==> config.mk <==
export PLATFORM = sky130hd
export DESIGN_NAME = qnr_pipe_divider
export DESIGN_NICKNAME = d
export VERILOG_FILES = /design/src/rtl/qnr_pipe_divider.sv
export SDC_FILE = /design/constraint.sdc
export NUM_CORES = 1
export LEC_CHECK = 0
export ABC_CLOCK_PERIOD_IN_PS = 4100
export CELL_PAD_IN_SITES_DETAIL_PLACEMENT = 1
export CELL_PAD_IN_SITES_GLOBAL_PLACEMENT = 1
export CORE_MARGIN = 2
export CORE_UTILIZATION = 55
export DETAILED_ROUTE_END_ITERATION = 16
export PLACE_DENSITY_LB_ADDON = 0.1
export SLEW_MARGIN = 0
export SYNTH_ARGS = -nofsm -noshare
export SYNTH_HDL_FRONTEND = slang
export SYNTH_SLANG_ARGS = --single-unit
==> constraint.sdc <==
create_clock -name clk -period 4.1 [get_ports clk]
set_clock_uncertainty 0.05 [all_clocks]
set_input_delay 0.82 -clock clk [delete_from_list [all_inputs] [get_ports clk]]
set_output_delay 0.82 -clock clk [all_outputs]
set_load 0.01 [all_outputs]
Fig. 1: run 1, the metal 1 layer
Bar = 100 microns.
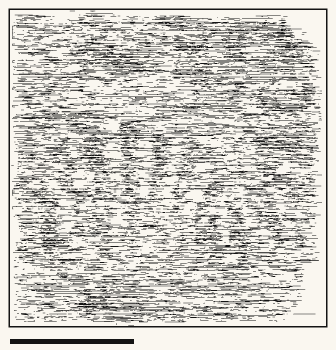
The longest straight run is 57.0 microns. The layer carries 35.9 mm of wire. The wires run mostly horizontal. 3,171 nets have wire on it. The layer holds 43% of the routed length.
DR vias: 23,600
WL final: 83.5 mm

Fig. 2: run 1, metal 2
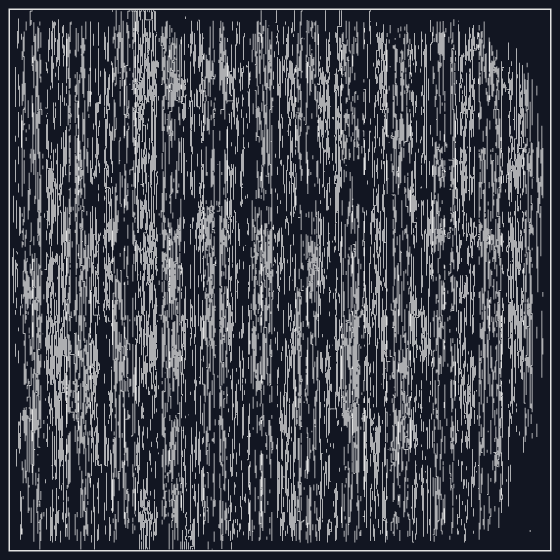
3,025 nets have wire on it. The wires run mostly vertical. The layer holds 52% of the routed length. The layer carries 43.3 mm of wire. The longest straight run is 125 microns.
met2 global-route usage: 0.479

Fig. 3: run 1, M3 wires
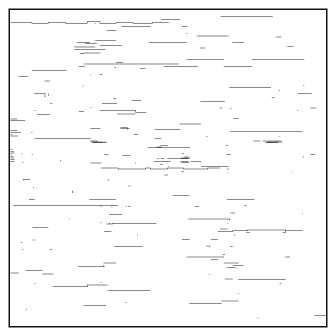
The wires run mostly horizontal. The layer holds 2.5% of the routed length. The longest straight run is 84.2 microns.
global routing met3 resource utilization: 0.0314

==> out/summary.json, run 1 <==
{
  "width_of_the_chip": {"value": 254, "unit": "microns"},
  "cts.sinks": {"value": 712},
  "largest_register_ff_count": {"value": 240},
  "finish.net_count": {"value": 3280},
  "clockPowerShare": {"value": 0.249},
  "internal-power": {"value": 18.5, "unit": "mW"},
  "synth.yosys.chip_area": {"value": 0.0343, "unit": "sq mm"},
  "warnings": {"value": 42},
  "dp.cells": {"value": 3864},
  "seqCellArea": {"value": 0.0178, "unit": "sq mm"},
  "area_of_the_core": {"value": 0.0617, "unit": "sq mm"},
  "drt_drc_violations_left": {"value": 0},
  "detailed_place_hpwl": {"value": 55.0, "unit": "mm"},
  "synth.yosys.num_cells": {"value": 3085},
  "post_synth_num_cell_types": {"value": 78},
  "track_usage": {"value": 0.269},
  "synth.cellmix.adderShare": {"value": 0.0550},
  "timing.fmax": {"value": 0.357, "unit": "GHz"},
  "cp_cell_sequence": {"value": "inv_1, ha_1, nor2b_1, a211o_1, a211oi_2, mux2i_1, a21oi_1"},
  "hold_violations": {"value": 0},
  "fp-row-count": {"value": 91},
  "synth-edff-count": {"value": 0},
  "worstSetupStartpointType": {"value": "register"},
  "globalRoute.busiestLayer": {"value": "met2"},
  "top_signal_layer_used": {"value": "met4"},
  "ys_top_cells_by_area": {"value": "sky130_fd_sc_hd__dfrtp_1 52%, sky130_fd_sc_hd__mux2_2 13%, sky130_fd_sc_hd__ha_1 4.6%"},
  "worst-r2r-cell-count": {"value": 7},
  "n_tap_cell": {"value": 837},
  "layout.non_clock_buffers": {"value": 83},
  "gate_count_of_the_mapped_netlist": {"value": 3085},
  "first_pass_grt_wire_length": {"value": 140, "unit": "mm"},
  "synth-seq-area-share": {"value": 0.519},
  "synthFlopType": {"value": "sky130_fd_sc_hd__dfrtp_1"},
  "endpoint_type_of_the_worst_setup_path": {"value": "register"},
  "cts_hold_buffers": {"value": 0},
  "topCombFamilyByArea": {"value": "multiplexers"},
  "num_antenna_cells": {"value": 1},
  "timing.reg2reg.setup_slack": {"value": 1.30, "unit": "ns"},
  "buffer_ports.inserted": {"value": 62},
  "comb_area": {"value": 0.0152, "unit": "sq mm"},
  "clock_tree.root_cell": {"value": "sky130_fd_sc_hd__clkbuf_16"},
  "netlist_area_pre_place": {"value": 0.0343, "unit": "sq mm"},
  "flow.area_growth_from_synthesis": {"value": 11.7, "unit": "%"},
  "timing_worst_slew_pin_value": {"value": 1.12, "unit": "ns"},
  "total_leakage_power": {"value": 16.8, "unit": "nW"},
  "i_o_pin_count": {"value": 63},
  "clock_tree.buffer_depth": {"value": 3},
  "maxCapViolations": {"value": 0},
  "final_max_slew_viol_count": {"value": 0},
  "relSlewSlack": {"value": 0.255},
  "final_layout_top_logic_cells": {"value": "712 x sky130_fd_sc_hd__dfrtp_1, 397 x sky130_fd_sc_hd__mux2_2, 231 x sky130_fd_sc_hd__nand2_1"},
  "p_sw_frac": {"value": 0.361},
  "seq_power": {"value": 11.3, "unit": "mW"},
  "worstSetupPathType": {"value": "reg -> reg"},
  "seq-cell-share": {"value": 0.465},
  "comb_area_share": {"value": 0.396},
  "syn_avg_cell_area": {"value": 11.1, "unit": "sq um"},
  "global_route.overflow_total": {"value": 0},
  "route.met3.wl": {"value": 2.12, "unit": "mm"},
  "outcome": {"value": "finished, final reports clean"},
  "top_power_consumer_group": {"value": "sequential cells"},
  "critical_path.top_delay_family": {"value": "AND-OR/OR-AND gates"},
  "path_buffers": {"value": 1},
  "ys_top_cells_by_count": {"value": "712 x sky130_fd_sc_hd__dfrtp_1, 397 x sky130_fd_sc_hd__mux2_2, 231 x sky130_fd_sc_hd__nand2_1"},
  "floorplanUtilization": {"value": 0.556},
  "power_frac_comb": {"value": 0.362},
  "routabilityCongestion": {"value": 0.887},
  "portion_of_total_power_attributed_to_sequential_cells": {"value": 0.389},
  "num-nonclk-inverters": {"value": 193},
  "cts.reportedPaths.clkPinSlew": {"value": 0.06, "unit": "ns"},
  "hold_class": {"value": "in -> async"},
  "xor_area_frac": {"value": 0.0207},
  "final_period_minus_worst_setup_slack": {"value": 2.80, "unit": "ns"},
  "layout-drive-gt1-share": {"value": 0.186},
  "yosysTopAreaCellShare": {"value": 0.519},
  "num-fill-cells": {"value": 6318},
  "n_sequential_cell": {"value": 712}
}
Fig. 4: run 1, track usage over the die
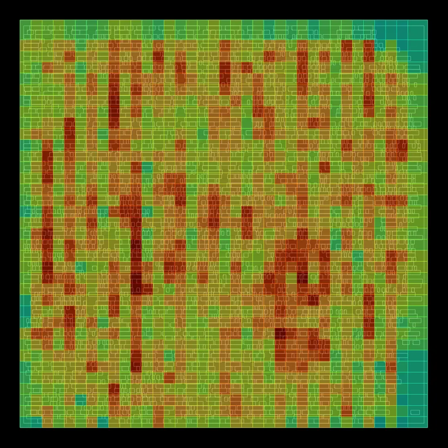

==> run 1 -> run 2 <==
--- a/config.mk
+++ b/config.mk
@@ -5,11 +5,11 @@
 export SDC_FILE = /design/constraint.sdc
 export NUM_CORES = 1
 export LEC_CHECK = 0
-export ABC_CLOCK_PERIOD_IN_PS = 4100
+export ABC_CLOCK_PERIOD_IN_PS = 2500
 export CELL_PAD_IN_SITES_DETAIL_PLACEMENT = 1
 export CELL_PAD_IN_SITES_GLOBAL_PLACEMENT = 1
 export CORE_MARGIN = 2
-export CORE_UTILIZATION = 55
+export CORE_UTILIZATION = 46
 export DETAILED_ROUTE_END_ITERATION = 16
 export PLACE_DENSITY_LB_ADDON = 0.1
 export SLEW_MARGIN = 0
==> constraint.sdc (replaced) <==
create_clock -name clk -period 2.5 [get_ports clk]
set_clock_uncertainty 0.05 [all_clocks]
set_input_delay 0.5 -clock clk [delete_from_list [all_inputs] [get_ports clk]]
set_output_delay 0.5 -clock clk [all_outputs]
set_load 0.01 [all_outputs]
Fig. 5: run 2, track usage over the die
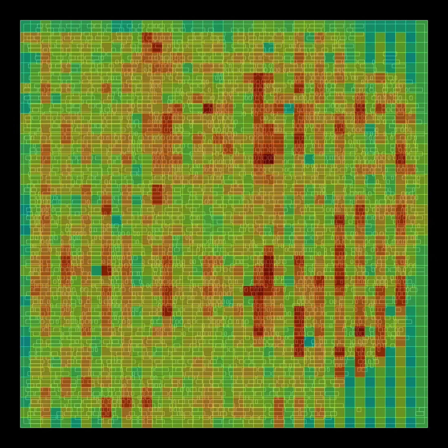
GR Layer Usage met1: 0.285
global-route usage over all layers: 0.213

==> run 2 against run 1 <==
- final cell count rose by 4.9%
- sequential power rose by 63%
- maximum frequency rose by 19%
- clock-buffer cell count rose by 1
- register-to-register slack got worse by 1.2 ns
- hold slack improved by 0.081 ns
- wire length fell by 4.3%
- critical path type unchanged
- largest cell class unchanged
- largest power group unchanged
==> out/summary.json, run 2 <==
{
  "detailed_place_hpwl": {"value": 55.5, "unit": "mm"},
  "synth-edff-count": {"value": 0},
  "synthFlopType": {"value": "sky130_fd_sc_hd__dfrtp_1"},
  "synth.yosys.chip_area": {"value": 0.0343, "unit": "sq mm"},
  "buffer_ports.inserted": {"value": 62},
  "global_route.overflow_total": {"value": 0},
  "path_buffers": {"value": 1},
  "post_synth_num_cell_types": {"value": 78},
  "dieArea": {"value": 0.0768, "unit": "sq mm"},
  "area_of_the_core": {"value": 0.0742, "unit": "sq mm"},
  "synth.yosys.num_cells": {"value": 3085},
  "outcome": {"value": "finished, final reports clean"},
  "n_tap_cell": {"value": 969},
  "timing.reg2reg.setup_slack": {"value": 0.15, "unit": "ns"},
  "worst-r2r-cell-count": {"value": 7},
  "finish.net_count": {"value": 3335},
  "internal-power": {"value": 31.1, "unit": "mW"},
  "clock_tree.buffer_depth": {"value": 3},
  "flow.area_growth_from_synthesis": {"value": 14.4, "unit": "%"},
  "seq-cell-share": {"value": 0.454},
  "routabilityCongestion": {"value": 0.852},
  "ys_top_cells_by_area": {"value": "sky130_fd_sc_hd__dfrtp_1 52%, sky130_fd_sc_hd__mux2_2 13%, sky130_fd_sc_hd__ha_1 4.6%"},
  "layout-drive-gt1-share": {"value": 0.201},
  "relSlewSlack": {"value": 0.622},
  "routed_wl": {"value": 80.0, "unit": "mm"},
  "comb_area_share": {"value": 0.387},
  "seqCellArea": {"value": 0.0178, "unit": "sq mm"},
  "top_power_consumer_group": {"value": "sequential cells"},
  "clock_tree.root_cell": {"value": "sky130_fd_sc_hd__clkbuf_16"},
  "synth.cellmix.adderShare": {"value": 0.0550},
  "yosysTopAreaCellShare": {"value": 0.519},
  "final_layout_top_logic_cells": {"value": "712 x sky130_fd_sc_hd__dfrtp_1, 397 x sky130_fd_sc_hd__mux2_2, 231 x sky130_fd_sc_hd__nand2_1"},
  "warnings": {"value": 31},
  "power_frac_comb": {"value": 0.358},
  "synth-seq-area-share": {"value": 0.519},
  "comb_area": {"value": 0.0152, "unit": "sq mm"},
  "cts_hold_buffers": {"value": 1},
  "hold_class": {"value": "in -> reg"},
  "drt_drc_violations_left": {"value": 0},
  "worstSetupStartpointType": {"value": "register"},
  "critical_path.top_delay_family": {"value": "simple AND/OR/NAND/NOR gates"},
  "num_antenna_cells": {"value": 0},
  "i_o_pin_count": {"value": 63},
  "cp_cell_sequence": {"value": "ha_1, nand3_1, a311oi_1, nor3_2, buf_4, or3_1, a31oi_1"},
  "portion_of_total_power_attributed_to_sequential_cells": {"value": 0.381},
  "globalRoute.busiestLayer": {"value": "met2"},
  "width_of_the_chip": {"value": 277, "unit": "microns"},
  "cts_setup_buffers": {"value": 0},
  "endpoint_type_of_the_worst_setup_path": {"value": "register"},
  "first_pass_grt_wire_length": {"value": 135, "unit": "mm"},
  "netlist_area_pre_place": {"value": 0.0343, "unit": "sq mm"},
  "detailroute.via_count": {"value": 23400},
  "timing.fmax": {"value": 0.425, "unit": "GHz"},
  "final_max_slew_viol_count": {"value": 0},
  "gr-usage-met2": {"value": 0.363},
  "n_sequential_cell": {"value": 712},
  "timing_worst_slew_pin_value": {"value": 0.553, "unit": "ns"},
  "ys_top_cells_by_count": {"value": "712 x sky130_fd_sc_hd__dfrtp_1, 397 x sky130_fd_sc_hd__mux2_2, 231 x sky130_fd_sc_hd__nand2_1"},
  "dp.cells": {"value": 4047},
  "floorplanUtilization": {"value": 0.463},
  "route.met3.wl": {"value": 1.94, "unit": "mm"},
  "top_signal_layer_used": {"value": "met4"},
  "xor_area_frac": {"value": 0.0207},
  "worstSetupPathType": {"value": "reg -> reg"},
  "cts.sinks": {"value": 712},
  "num-nonclk-inverters": {"value": 193},
  "layout.non_clock_buffers": {"value": 135},
  "final_period_minus_worst_setup_slack": {"value": 2.35, "unit": "ns"},
  "clockPowerShare": {"value": 0.261},
  "total_leakage_power": {"value": 17.2, "unit": "nW"},
  "post_drt_via_cell_ratio": {"value": 5.59},
  "maxCapViolations": {"value": 0},
  "syn_avg_cell_area": {"value": 11.1, "unit": "sq um"},
  "cts.reportedPaths.clkPinSlew": {"value": 0.06, "unit": "ns"},
  "seq_power": {"value": 18.4, "unit": "mW"},
  "largest_register_ff_count": {"value": 240},
  "fp-row-count": {"value": 100},
  "gate_count_of_the_mapped_netlist": {"value": 3085},
  "dp_slack": {"value": 0.120, "unit": "ns"}
}
Power figures rest on the tool's default switching activity, not on a simulated workload.
